**config.mk**
```make
export PLATFORM = sky130hd
export DESIGN_NAME = db_array
export DESIGN_NICKNAME = d
export VERILOG_FILES = /design/src/rtl/db_array.sv
export SDC_FILE = /design/constraint.sdc
export NUM_CORES = 1
export LEC_CHECK = 0
export CAP_MARGIN = 25
export CORE_MARGIN = 2
export CORE_UTILIZATION = 52
export DETAILED_ROUTE_END_ITERATION = 16
export GPL_ROUTABILITY_DRIVEN = 0
export GPL_TIMING_DRIVEN = 1
export PLACE_DENSITY = 0.79
export SETUP_SLACK_MARGIN = 0.4
export SYNTH_ARGS = -nofsm -noshare
export SYNTH_HDL_FRONTEND = slang
export SYNTH_SLANG_ARGS = --single-unit
export TNS_END_PERCENT = 5
```
**constraint.sdc**
```tcl
create_clock -name clk -period 3.52 [get_ports clk]
set_clock_uncertainty 0.1 [all_clocks]
set_input_delay 0.528 -clock clk [delete_from_list [all_inputs] [get_ports clk]]
set_output_delay 0.528 -clock clk [all_outputs]
set_load 0.01 [all_outputs]
```
**src/rtl/db_array.sv**
```systemverilog
// N-channel push-button debouncer: synchroniser, tick-gated stability filter,
// single-cycle rise/fall pulses, toggle outputs and a shared sample prescaler.
module db_array #(
  parameter int CHANNELS     = 4,
  parameter int SYNC_STAGES  = 2,
  parameter int STABLE_TICKS = 4,
  parameter int TICK_DIV     = 1,
  parameter int CNT_W        = $clog2(STABLE_TICKS + 1),
  parameter int DIV_W        = $clog2(TICK_DIV + 1)
) (
  input  logic                clk,
  input  logic                rst_n,
  input  logic [CHANNELS-1:0] btn,
  input  logic                tgl_clr,
  output logic [CHANNELS-1:0] level,
  output logic [CHANNELS-1:0] rise,
  output logic [CHANNELS-1:0] fall,
  output logic [CHANNELS-1:0] toggle,
  output logic                changed
);

  localparam logic [CNT_W-1:0] CNT_MAX = CNT_W'(STABLE_TICKS - 1);
  localparam logic [DIV_W-1:0] DIV_MAX = DIV_W'(TICK_DIV - 1);

  logic [DIV_W-1:0]    div_reg;
  logic                tick;
  logic [CHANNELS-1:0] sync_reg [SYNC_STAGES];
  logic [CHANNELS-1:0] s;
  logic [CNT_W-1:0]    cnt_reg  [CHANNELS];
  logic [CNT_W-1:0]    cnt_next [CHANNELS];
  logic [CHANNELS-1:0] accept;
  logic [CHANNELS-1:0] level_reg, level_next;
  logic [CHANNELS-1:0] rise_reg, rise_next;
  logic [CHANNELS-1:0] fall_reg, fall_next;
  logic [CHANNELS-1:0] toggle_reg, toggle_next;
  logic                changed_reg, changed_next;

  // With TICK_DIV=1 the counter sits at 0 == DIV_MAX, so tick is always high.
  assign tick = (div_reg == DIV_MAX);

  always_ff @(posedge clk or negedge rst_n) begin
    if (!rst_n) begin
      div_reg <= '0;
    end else begin
      div_reg <= tick ? '0 : div_reg + 1'b1;
    end
  end

  always_ff @(posedge clk or negedge rst_n) begin
    if (!rst_n) begin
      for (int k = 0; k < SYNC_STAGES; k++) begin
        sync_reg[k] <= '0;
      end
    end else begin
      sync_reg[0] <= btn;
      for (int k = 1; k < SYNC_STAGES; k++) begin
        sync_reg[k] <= sync_reg[k-1];
      end
    end
  end

  assign s = sync_reg[SYNC_STAGES-1];

  // Any agreeing sample clears the count, so a bounce forfeits all progress.
  for (genvar gi = 0; gi < CHANNELS; gi++) begin : g_chan
    assign accept[gi]   = tick && (s[gi] != level_reg[gi]) && (cnt_reg[gi] == CNT_MAX);
    assign cnt_next[gi] = !tick                                   ? cnt_reg[gi] :
                          ((s[gi] == level_reg[gi]) || accept[gi]) ? '0 :
                                                                     cnt_reg[gi] + 1'b1;
  end

  assign level_next   = level_reg ^ accept;
  assign rise_next    = accept & s;
  assign fall_next    = accept & ~s;
  assign toggle_next  = tgl_clr ? '0 : (toggle_reg ^ rise_next);
  assign changed_next = |accept;

  always_ff @(posedge clk or negedge rst_n) begin
    if (!rst_n) begin
      for (int i = 0; i < CHANNELS; i++) begin
        cnt_reg[i] <= '0;
      end
      level_reg   <= '0;
      rise_reg    <= '0;
      fall_reg    <= '0;
      toggle_reg  <= '0;
      changed_reg <= 1'b0;
    end else begin
      for (int i = 0; i < CHANNELS; i++) begin
        cnt_reg[i] <= cnt_next[i];
      end
      level_reg   <= level_next;
      rise_reg    <= rise_next;
      fall_reg    <= fall_next;
      toggle_reg  <= toggle_next;
      changed_reg <= changed_next;
    end
  end

  assign level   = level_reg;
  assign rise    = rise_reg;
  assign fall    = fall_reg;
  assign toggle  = toggle_reg;
  assign changed = changed_reg;

endmodule

```
### Metal layers overlaid

Drawn at 4 px/um. Two of the layers only.
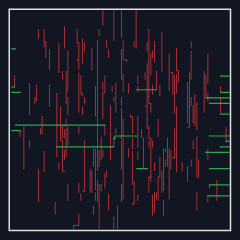
- met3: green (wire length 101 um)
- met2: red (wire length 908 um)

==> job_summary.md <==
### Flow metrics

| Metric | Value |
|---|---|
| H-tree levels | 2 |
| Post-layout period usage | 56.1% |
| Final nets | 152 |
| First-pass GRT wire length | 3.01 mm |
| Setup TNS | 0 ns |
| Worst Setup End Kind | output port |
| Leakage power | 0.000803 uW |
| Switching power share of the total | 30.1% |
| Largest net degree at the start of global routing | 38 |
| Mux frac, synth | 0.834% |
| Core Util, Final | 67.8% |
| Gr usage total | 15.0% |
| Met1 global-route usage | 18.5% |
| IO Pins | 24 |
| Cells along the critical path | clkdlybuf4s50_1 |
| CTS tree | done |
| Final HPWL DP | 1.38 mm |
| Ao+oa area frac | 4.45% |
| Comb/total area | 22.8% |
| GRT Max-Usage Layer | met2 |
| Crit Path Category | reg2out |
| Clock network power | 215 uW |
| Main synth FF type | dfrtp_1 |
| Worst EP arrival | 1.35 ns |
| Slowest CP cell | clkdlybuf4s50_1 |
| Psw | 326 uW |
| Flip-flops | 37 |
| Buffers on Ports | 23 |
| XOR/XNOR share of the synthesized area | 3.24% |
| CORE AREA | 2480 um^2 |
| Share of cells above drive strength 1 | 8.76% |
| Total die area | 3020 um^2 |
| Clock tree buffer depth | 2 |
| Final instance area | 1680 um^2 |
| Async SR Flop Fraction | 100% |
| Clock Tree Root | clkbuf_4 |
| Max-area cell share | 68.6% |
| Post-DR wirelength/cell | 11.5 um |
| RSZ-0062 raised after global routing | no |
| Clk pin slew, worst setup/hold paths | 0.10 ns |
| GRT met3 Usage | 5.65% |
| Outcome | finished, final reports clean |
| Crit path max-delay family | buffers and inverters |
| Seq area share | 55.1% |
| Yosys Chip Area | 1350 um^2 |
| WL final | 1.92 mm |
| Cell with the most instances after synthesis | dfrtp_1 |
| Fmax | 507 MHz |
| And+or+nand+nor area frac | 12.4% |
| Worst setup SP type | flip-flop |
| Final min period | 1.97 ns |
| P_int | 756 uW |
| Flop area | 926 um^2 |
| Inverters | 11 |
| Antenna viol nets, final | 0 |
| Antenna diodes | 0 |
| Max-slew violation count | 0 |
| Cell Type Count | 17 |
### Pin placement

Drawn at 8 px/um. Pins as bars across the die edge, other pins in gray.
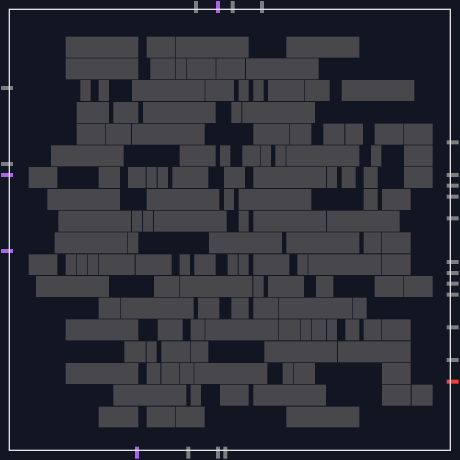
- btn: purple (pins 4; direction input; edge 2 left, 1 bottom, 1 top)
- rst_n: red (pins 1; direction input; edge right)
- all pins by edge: 12 right, 4 bottom, 4 top, 4 left

[worst paths after layout]
| check | from | to | slack (ns) | cells past startpoint |
|---|---|---|---|---|
| min in group asynchronous | rst_n | toggle[0]$_DFF_PN0_ | 0.51 | 2 |
| max reg2reg | cnt_reg[6]$_DFF_PN0_ | toggle[1]$_DFF_PN0_ | 2.01 | 5 |
| max | flip-flop | level[1] | 1.55 | 1 |
| min | sync_reg[4]$_DFF_PN0_ | s[0]$_DFF_PN0_ | 0.25 | 0 |
| min reg2reg | sync_reg[4]$_DFF_PN0_ | s[0]$_DFF_PN0_ | 0.25 | 0 |
| max in group asynchronous | rst_n | sync_reg[5]$_DFF_PN0_ | 2.49 | 2 |
[metal layers]
layer	wire [um]	share of wire, %
met1	868	45
met2	907	47
met4	38	2.0
met5	0	0
met3	101	5.3
No activity file was given, so power comes from the tool's default toggle rates.
